## config.mk

```make
export PLATFORM = sky130hd
export DESIGN_NAME = upc_loop_event_tracker_flat
export DESIGN_NICKNAME = d
export VERILOG_FILES = /design/src/rtl/upc_loop_event_tracker_if.sv /design/src/rtl/upc_loop_event_tracker.sv /design/src/flat_wrapper.sv
export SDC_FILE = /design/constraint.sdc
export NUM_CORES = 1
export LEC_CHECK = 0
export CORE_UTILIZATION = 45
export CTS_CLUSTER_SIZE = 10
export DETAILED_ROUTE_END_ITERATION = 12
export DONT_BUFFER_PORTS = 1
export PLACE_DENSITY_LB_ADDON = 0.2
export SYNTH_ARGS = -nofsm -noshare
export SYNTH_HDL_FRONTEND = slang
export SYNTH_SLANG_ARGS = --single-unit
```

## constraint.sdc

```tcl
create_clock -name clock -period 9.3 [get_ports clock]
set_clock_uncertainty 0.2 [all_clocks]
set_input_delay 1.86 -clock clock [delete_from_list [all_inputs] [get_ports clock]]
set_output_delay 1.86 -clock clock [all_outputs]
set_load 0.05 [all_outputs]
```

## src/rtl/upc_loop_event_tracker_if.sv

```systemverilog
// -----------------------------------------------------------------------------
// upc_loop_event_tracker_if
//   Record stream from the loop event tracker to the sample manager / csv
//   dumper stage. Plain valid/ready handshake; the payload is only meaningful
//   while rec_valid is high.
//
//   rec_valid  record available (driven by master)
//   rec_ready  consumer accepts record (driven by slave)
//   rec_type   0=LOOP_BEGIN, 1=ITER_END, 2=LOOP_END
//   rec_time   timestamp of the event
//   rec_iter   iterations completed in the current activation
//   rec_stall  start-stage stall cycles in the current activation
// -----------------------------------------------------------------------------
interface upc_loop_event_tracker_if #(
  parameter int TS_W  = 32,
  parameter int CNT_W = 32
) ();
  logic             rec_valid;
  logic             rec_ready;
  logic [1:0]       rec_type;
  logic [TS_W-1:0]  rec_time;
  logic [CNT_W-1:0] rec_iter;
  logic [CNT_W-1:0] rec_stall;

  modport master (
    output rec_valid, rec_type, rec_time, rec_iter, rec_stall,
    input  rec_ready
  );

  modport slave (
    input  rec_valid, rec_type, rec_time, rec_iter, rec_stall,
    output rec_ready
  );
endinterface

```

## src/rtl/upc_loop_event_tracker.sv

```systemverilog
// -----------------------------------------------------------------------------
// upc_loop_event_tracker
//   Cycle-level event extractor for one pipelined HLS loop. Watches the same
//   probes as the upc loop interface and emits timestamped LOOP_BEGIN /
//   ITER_END / LOOP_END records through a first-word-fall-through FIFO.
//
//   clock              monitor clock
//   reset              asynchronous active-high reset
//   cur_state          loop FSM current state
//   iter_start_state   one-hot state that starts an iteration
//   iter_end_state     one-hot state that ends an iteration
//   iter_start_block   stall of the start stage
//   iter_end_block     stall of the end stage
//   iter_start_enable  pipeline enable of the first iteration stage
//   iter_end_enable    pipeline enable of the last iteration stage
//   loop_start         loop ap_start
//   loop_done          loop ap_done_int
//   loop_continue      loop ap_continue
//   finish             simulation end request (terminal until reset)
//   rec                record stream (master side)
//   overflow           sticky: at least one record dropped
//   busy               tracker active, LOOP_BEGIN pending, or FIFO not empty
// -----------------------------------------------------------------------------
module upc_loop_event_tracker #(
  parameter int STATE_W    = 16,
  parameter int TS_W       = 32,
  parameter int CNT_W      = 32,
  parameter int FIFO_DEPTH = 8
) (
  input  logic                     clock,
  input  logic                     reset,
  input  logic [STATE_W-1:0]       cur_state,
  input  logic [STATE_W-1:0]       iter_start_state,
  input  logic [STATE_W-1:0]       iter_end_state,
  input  logic                     iter_start_block,
  input  logic                     iter_end_block,
  input  logic                     iter_start_enable,
  input  logic                     iter_end_enable,
  input  logic                     loop_start,
  input  logic                     loop_done,
  input  logic                     loop_continue,
  input  logic                     finish,
  upc_loop_event_tracker_if.master rec,
  output logic                     overflow,
  output logic                     busy
);

  localparam int          AW      = $clog2(FIFO_DEPTH);
  localparam logic [AW:0] DEPTH_C = (AW+1)'(FIFO_DEPTH);

  typedef enum logic [1:0] {
    S_IDLE,
    S_ACTIVE,
    S_FINISHED
  } state_t;

  typedef enum logic [1:0] {
    REC_LOOP_BEGIN = 2'd0,
    REC_ITER_END   = 2'd1,
    REC_LOOP_END   = 2'd2
  } rec_type_e;

  typedef struct packed {
    rec_type_e        typ;
    logic [TS_W-1:0]  ts;
    logic [CNT_W-1:0] iter;
    logic [CNT_W-1:0] stall;
  } rec_t;

  function automatic logic [CNT_W-1:0] sat_inc(input logic [CNT_W-1:0] v);
    return (&v) ? v : v + 1'b1;
  endfunction

  // ---------------------------------------------------------------------------
  // Probe qualifiers
  // ---------------------------------------------------------------------------
  logic hit_end;
  logic stall_hit;
  logic loop_end_req;

  assign hit_end      = (cur_state == iter_end_state) & ~iter_end_block & iter_end_enable;
  assign stall_hit    = (cur_state == iter_start_state) & iter_start_block;
  assign loop_end_req = loop_done & loop_continue;

  // ---------------------------------------------------------------------------
  // State and counters
  // ---------------------------------------------------------------------------
  state_t           state, state_nxt;
  logic [TS_W-1:0]  ts;
  logic [CNT_W-1:0] iter_cnt, iter_nxt;
  logic [CNT_W-1:0] stall_cnt, stall_nxt;

  logic             ev_valid;
  rec_t             ev_rec;
  logic             pend_set;
  logic             pend_valid;
  logic [TS_W-1:0]  pend_ts;

  // NOTE: sequential state uses non-blocking assignments so every register
  // samples the pre-edge values of its neighbours.
  always_ff @(posedge clock or posedge reset) begin
    if (reset) state <= S_IDLE;
    else       state <= state_nxt;
  end

  // Next state plus the single event this edge produces.
  // NOTE: every signal written here gets a default first, so no latch is
  // inferred on paths that do not assign it.
  always_comb begin
    state_nxt = state;
    ev_valid  = 1'b0;
    ev_rec    = '0;
    pend_set  = 1'b0;
    iter_nxt  = iter_cnt;
    stall_nxt = stall_cnt;

    unique case (state)
      S_IDLE: begin
        if (loop_start) begin
          state_nxt    = S_ACTIVE;
          iter_nxt     = '0;
          stall_nxt    = '0;
          ev_valid     = 1'b1;
          ev_rec.typ   = REC_LOOP_BEGIN;
          ev_rec.ts    = ts;
        end
      end

      S_ACTIVE: begin
        if (hit_end)   iter_nxt  = sat_inc(iter_cnt);
        if (stall_hit) stall_nxt = sat_inc(stall_cnt);

        if (loop_end_req) begin
          // A coincident hit_end is already folded into iter_nxt.
          ev_valid     = 1'b1;
          ev_rec.typ   = REC_LOOP_END;
          ev_rec.ts    = ts;
          ev_rec.iter  = iter_nxt;
          ev_rec.stall = stall_nxt;
          if (loop_start) begin
            // Back-to-back activation: LOOP_BEGIN is parked for one cycle and
            // the new activation counts from zero starting next edge.
            pend_set  = 1'b1;
            iter_nxt  = '0;
            stall_nxt = '0;
          end else begin
            state_nxt = S_IDLE;
          end
        end else if (hit_end) begin
          ev_valid     = 1'b1;
          ev_rec.typ   = REC_ITER_END;
          ev_rec.ts    = ts;
          ev_rec.iter  = iter_nxt;
          ev_rec.stall = stall_nxt;
        end
      end

      default: ; // S_FINISHED: ignore all probes
    endcase

    // The event of this same edge is still recorded above.
    if (finish) state_nxt = S_FINISHED;
  end

  always_ff @(posedge clock or posedge reset) begin
    if (reset) begin
      ts         <= '0;
      iter_cnt   <= '0;
      stall_cnt  <= '0;
      pend_valid <= 1'b0;
      pend_ts    <= '0;
    end else begin
      ts         <= ts + 1'b1;
      iter_cnt   <= iter_nxt;
      stall_cnt  <= stall_nxt;
      pend_valid <= pend_set;
      if (pend_set) pend_ts <= ts;
    end
  end

  // ---------------------------------------------------------------------------
  // Push arbitration: the parked LOOP_BEGIN beats any new event.
  // ---------------------------------------------------------------------------
  rec_t     push_rec;
  logic     push_req;
  logic     ev_lost;
  logic     fifo_full;
  logic     fifo_nonempty;
  logic     pop;
  logic     do_push;
  logic     push_drop;
  logic [AW-1:0] wr_ptr, rd_ptr;
  logic [AW:0]   count;

  always_comb begin
    push_rec = ev_rec;
    if (pend_valid) begin
      push_rec       = '0;
      push_rec.typ   = REC_LOOP_BEGIN;
      push_rec.ts    = pend_ts;
    end
  end

  assign push_req      = pend_valid | ev_valid;
  assign ev_lost       = pend_valid & ev_valid;
  assign fifo_full     = (count == DEPTH_C);
  assign fifo_nonempty = (count != '0);
  assign pop           = fifo_nonempty & rec.rec_ready;
  // When full, a same-cycle pop frees the slot the push lands in.
  assign do_push       = push_req & (~fifo_full | pop);
  assign push_drop     = push_req & fifo_full & ~pop;

  // ---------------------------------------------------------------------------
  // Record FIFO (first-word-fall-through)
  // ---------------------------------------------------------------------------
  rec_t mem [FIFO_DEPTH];

  // NOTE: the storage array has no reset; it is only observed through the
  // valid-gated outputs below, so stale contents are never visible.
  always_ff @(posedge clock) begin
    if (do_push) mem[wr_ptr] <= push_rec;
  end

  always_ff @(posedge clock or posedge reset) begin
    if (reset) begin
      wr_ptr   <= '0;
      rd_ptr   <= '0;
      count    <= '0;
      overflow <= 1'b0;
    end else begin
      if (do_push) wr_ptr <= wr_ptr + 1'b1;
      if (pop)     rd_ptr <= rd_ptr + 1'b1;
      unique case ({do_push, pop})
        2'b10:   count <= count + 1'b1;
        2'b01:   count <= count - 1'b1;
        default: ;
      endcase
      if (ev_lost | push_drop) overflow <= 1'b1;
    end
  end

  // ---------------------------------------------------------------------------
  // Outputs: payload reads zero whenever no record is held.
  // ---------------------------------------------------------------------------
  rec_t head;
  assign head = mem[rd_ptr];

  assign rec.rec_valid = fifo_nonempty;
  assign rec.rec_type  = fifo_nonempty ? head.typ   : 2'b00;
  assign rec.rec_time  = fifo_nonempty ? head.ts    : '0;
  assign rec.rec_iter  = fifo_nonempty ? head.iter  : '0;
  assign rec.rec_stall = fifo_nonempty ? head.stall : '0;

  assign busy = (state == S_ACTIVE) | pend_valid | fifo_nonempty;

endmodule

```

## src/flat_wrapper.sv

```systemverilog
// flat-port wrapper written by rule: the top's interface ports become plain ports
module upc_loop_event_tracker_flat 
#(
  parameter int STATE_W    = 16,
  parameter int TS_W       = 32,
  parameter int CNT_W      = 32,
  parameter int FIFO_DEPTH = 8
)
  (clock, reset, cur_state, iter_start_state, iter_end_state, iter_start_block, iter_end_block, iter_start_enable, iter_end_enable, loop_start, loop_done, loop_continue, finish, overflow, busy, rec_rec_valid, rec_rec_type, rec_rec_time, rec_rec_iter, rec_rec_stall, rec_rec_ready);
  upc_loop_event_tracker_if #(.TS_W(TS_W), .CNT_W(CNT_W)) rec_i ();
  input  logic clock;
  input  logic reset;
  input  logic [STATE_W-1:0] cur_state;
  input  logic [STATE_W-1:0] iter_start_state;
  input  logic [STATE_W-1:0] iter_end_state;
  input  logic iter_start_block;
  input  logic iter_end_block;
  input  logic iter_start_enable;
  input  logic iter_end_enable;
  input  logic loop_start;
  input  logic loop_done;
  input  logic loop_continue;
  input  logic finish;
  output logic overflow;
  output logic busy;
  output wire logic [$bits(rec_i.rec_valid)-1:0] rec_rec_valid;
  output wire logic [$bits(rec_i.rec_type)-1:0] rec_rec_type;
  output wire logic [$bits(rec_i.rec_time)-1:0] rec_rec_time;
  output wire logic [$bits(rec_i.rec_iter)-1:0] rec_rec_iter;
  output wire logic [$bits(rec_i.rec_stall)-1:0] rec_rec_stall;
  input wire logic [$bits(rec_i.rec_ready)-1:0] rec_rec_ready;
  assign rec_rec_valid = rec_i.rec_valid;
  assign rec_rec_type = rec_i.rec_type;
  assign rec_rec_time = rec_i.rec_time;
  assign rec_rec_iter = rec_i.rec_iter;
  assign rec_rec_stall = rec_i.rec_stall;
  assign rec_i.rec_ready = rec_rec_ready;
  upc_loop_event_tracker #(.STATE_W(STATE_W), .TS_W(TS_W), .CNT_W(CNT_W), .FIFO_DEPTH(FIFO_DEPTH)) u_core (.clock(clock), .reset(reset), .cur_state(cur_state), .iter_start_state(iter_start_state), .iter_end_state(iter_end_state), .iter_start_block(iter_start_block), .iter_end_block(iter_end_block), .iter_start_enable(iter_start_enable), .iter_end_enable(iter_end_enable), .loop_start(loop_start), .loop_done(loop_done), .loop_continue(loop_continue), .finish(finish), .rec(rec_i), .overflow(overflow), .busy(busy));
endmodule
```

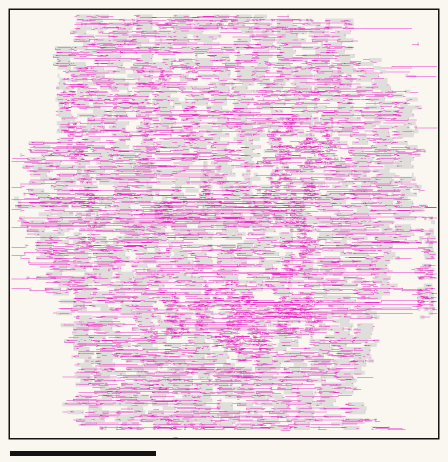
(images/layer_met1.png)
The bar under the picture is 100 um long.
- share of all routed wire: 44%
- longest straight run: 97.1 um
- main direction: horizontal

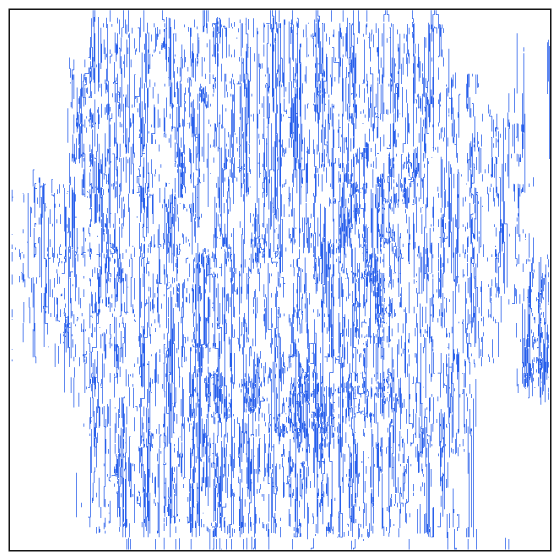
(images/layer_met2.png)
- main direction: vertical
- nets with wire on the layer: 2,052
drt total wl: 84,130 um
vias after detailed routing: 19,790
M2 GR Usage: 0.3183

==> run_summary.xml <==
<?xml version="1.0" encoding="UTF-8"?>
<metrics>
  <group name="cells_and_area">
    <metric name="dominant-cell-class" unit="">sequential cells</metric>
    <metric name="numnets_final" unit="">2294</metric>
    <metric name="n_sequential_cell" unit="">926</metric>
    <metric name="seqCellArea" unit="mm2">0.02711</metric>
    <metric name="combGateArea" unit="mm2">0.01084</metric>
    <metric name="layout.comb_gates.multi_input" unit="">1142</metric>
    <metric name="n_all_inverters" unit="">17</metric>
    <metric name="utilization" unit="">0.5093</metric>
    <metric name="lay_top_count" unit="">sky130_fd_sc_hd__edfxtp_1</metric>
    <metric name="layout.filler_cells" unit="">6830</metric>
    <metric name="flow.area_growth_from_synthesis" unit="%">11.56</metric>
    <metric name="final_cell_count_no_fill" unit="">3453</metric>
    <metric name="largest_register_ff_count" unit="">784</metric>
    <metric name="final.clkbuf_count" unit="">192</metric>
  </group>
  <group name="flow_run">
    <metric name="maxCapViolations" unit="">0</metric>
  </group>
  <group name="floorplanning">
    <metric name="floorplan.io_pins" unit="">160</metric>
    <metric name="placement_rows" unit="">106</metric>
    <metric name="die_w" unit="um">294.1</metric>
    <metric name="die_height" unit="um">294.1</metric>
    <metric name="tap_cells" unit="">1134</metric>
    <metric name="chipArea" unit="mm2">0.08648</metric>
    <metric name="fp_util" unit="">0.4566</metric>
  </group>
  <group name="synthesis">
    <metric name="yosys-top-cells-area" unit="">sky130_fd_sc_hd__edfxtp_1 (61%), sky130_fd_sc_hd__mux4_2 (11%), sky130_fd_sc_hd__dfrtp_1 (9.3%)</metric>
    <metric name="fa_ha_area_frac" unit="">0.002216</metric>
    <metric name="synth_flop_count" unit="">926</metric>
    <metric name="synthesis.instances" unit="">2205</metric>
    <metric name="synth-main-ff-cell" unit="">sky130_fd_sc_hd__edfxtp_1</metric>
    <metric name="ys_sh_simple" unit="">0.06287</metric>
    <metric name="mappedNetlistNets" unit="">2270</metric>
    <metric name="largest_area_cell" unit="">sky130_fd_sc_hd__edfxtp_1</metric>
    <metric name="compound_area_frac" unit="">0.03350</metric>
    <metric name="synth-xor-area-share" unit="">0.02875</metric>
    <metric name="post_synth.cell_area_avg" unit="um2">17.41</metric>
    <metric name="ys_warn_count" unit="">0</metric>
  </group>
  <group name="global_route">
    <metric name="first_global_vias" unit="">20620</metric>
    <metric name="gr-usage-all-layers" unit="">0.1964</metric>
  </group>
  <group name="sta">
    <metric name="fin_crit_sh" unit="">0.6666</metric>
    <metric name="hold_ws" unit="ns">0.3068</metric>
    <metric name="worst-slew-pin-transition" unit="ns">1.187</metric>
    <metric name="period_needed" unit="ns">6.200</metric>
    <metric name="worst_slew_margin_rel" unit="">0.2056</metric>
    <metric name="report.final.setup_viol" unit="">0</metric>
    <metric name="final_hold_viol_count" unit="">0</metric>
  </group>
  <group name="worst_setup_path">
    <metric name="worst_setup_path_endpoint" unit="">rec_rec_iter[31]</metric>
    <metric name="reg2reg_to" unit="">u_core.mem[5][46]$_DFFE_PP_</metric>
    <metric name="critical-path-top-delay-family" unit="">multiplexers</metric>
    <metric name="r2r_setup_slack" unit="ns">4.67</metric>
    <metric name="critical_path.slowest_cell" unit="">sky130_fd_sc_hd__dfrtp_4</metric>
    <metric name="worst-r2r-cell-count" unit="">6</metric>
    <metric name="cpPeakStageDelay" unit="ns">0.95</metric>
    <metric name="worst-path-max-fanout" unit="">42</metric>
    <metric name="critical_path.n_buffers_inverters" unit="">1</metric>
    <metric name="endpoint_kind" unit="">output port</metric>
    <metric name="timing.critical_path.arrival" unit="ns">4.14</metric>
  </group>
  <group name="detailed_routing">
    <metric name="detail-route-antenna-nets" unit="">0</metric>
    <metric name="viasPerCell" unit="">5.732</metric>
    <metric name="detailedRoute.firstPassIterationCount" unit="">5</metric>
  </group>
  <group name="placed_design">
    <metric name="place.gp.congestion" unit="">0.8124</metric>
    <metric name="hpwl" unit="um">46250</metric>
    <metric name="preCtsSetupSlack" unit="ns">2.687</metric>
  </group>
  <group name="power">
    <metric name="design_power_total" unit="W">0.01134</metric>
  </group>
  <group name="outcome">
    <metric name="status" unit="">finished, final reports clean</metric>
  </group>
  <group name="cts">
    <metric name="cts_repair_resize_count" unit="">0</metric>
    <metric name="cts-hold-fix-buffers" unit="">0</metric>
    <metric name="cts_tree" unit="">done</metric>
    <metric name="clk_transition_reported_paths" unit="ns">0.06</metric>
    <metric name="cts_buffers" unit="">103</metric>
    <metric name="clk_sinks" unit="">926</metric>
  </group>
  <group name="min_path">
    <metric name="timing.hold.worst_endpoint" unit="">u_core.pend_ts[5]$_DFFE_PP0P_</metric>
    <metric name="holdPathStages" unit="">1</metric>
  </group>
</metrics>
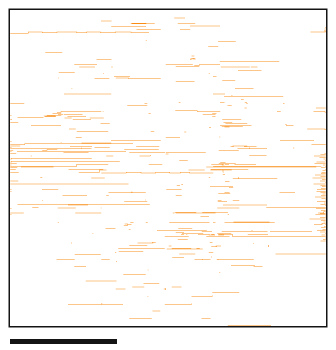
(images/layer_met3.png)
The bar under the picture is 100 um long.
- longest straight run: 123 um
- share of all routed wire: 6.2%
- main direction: horizontal

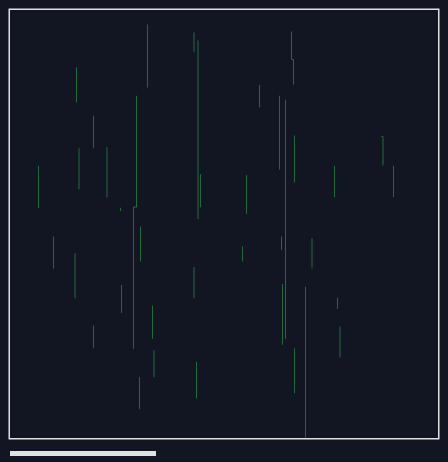
(images/layer_met4.png)
The bar under the picture is 100 um long.
- share of all routed wire: 1.6%
- longest straight run: 164 um
- nets with wire on the layer: 16
- wire length on this layer: 1,360 um
- main direction: vertical

==> routing by layer <==
layer	global-route usage	vias up	wire length, um
li1	-	8747	-
met1	0.2734	10380	36960
met2	0.3183	569	40560
met3	0.03701	97	5233
met4	0.05170	2	1363
met5	0	-	13
==> synth_stat cells, drive strengths merged, types with 22 or more instances <==
master / number
edfxtp: 784
mux4: 196
nor2: 193
dfrtp: 142
mux2i: 102
nand2: 99
clkbuf: 75
xnor2: 63
xor2: 63
a31oi: 49
buf: 45
nand3: 43
o21ai: 43
mux2: 36
a22o: 35
nand4: 31
and3: 30
a21oi: 22
==> report_power, final <==
part | switching, W | leakage (nW) | internal (W)
Clock | 0.00153 | 1.45 | 0.00216
Sequential | 0.000179 | 9.50 | 0.00447
Combinational | 0.00212 | 3.79 | 0.000875
Total | 0.00383 | 14.7 | 0.00751
Power figures rest on the tool's default switching activity, not on a simulated workload.
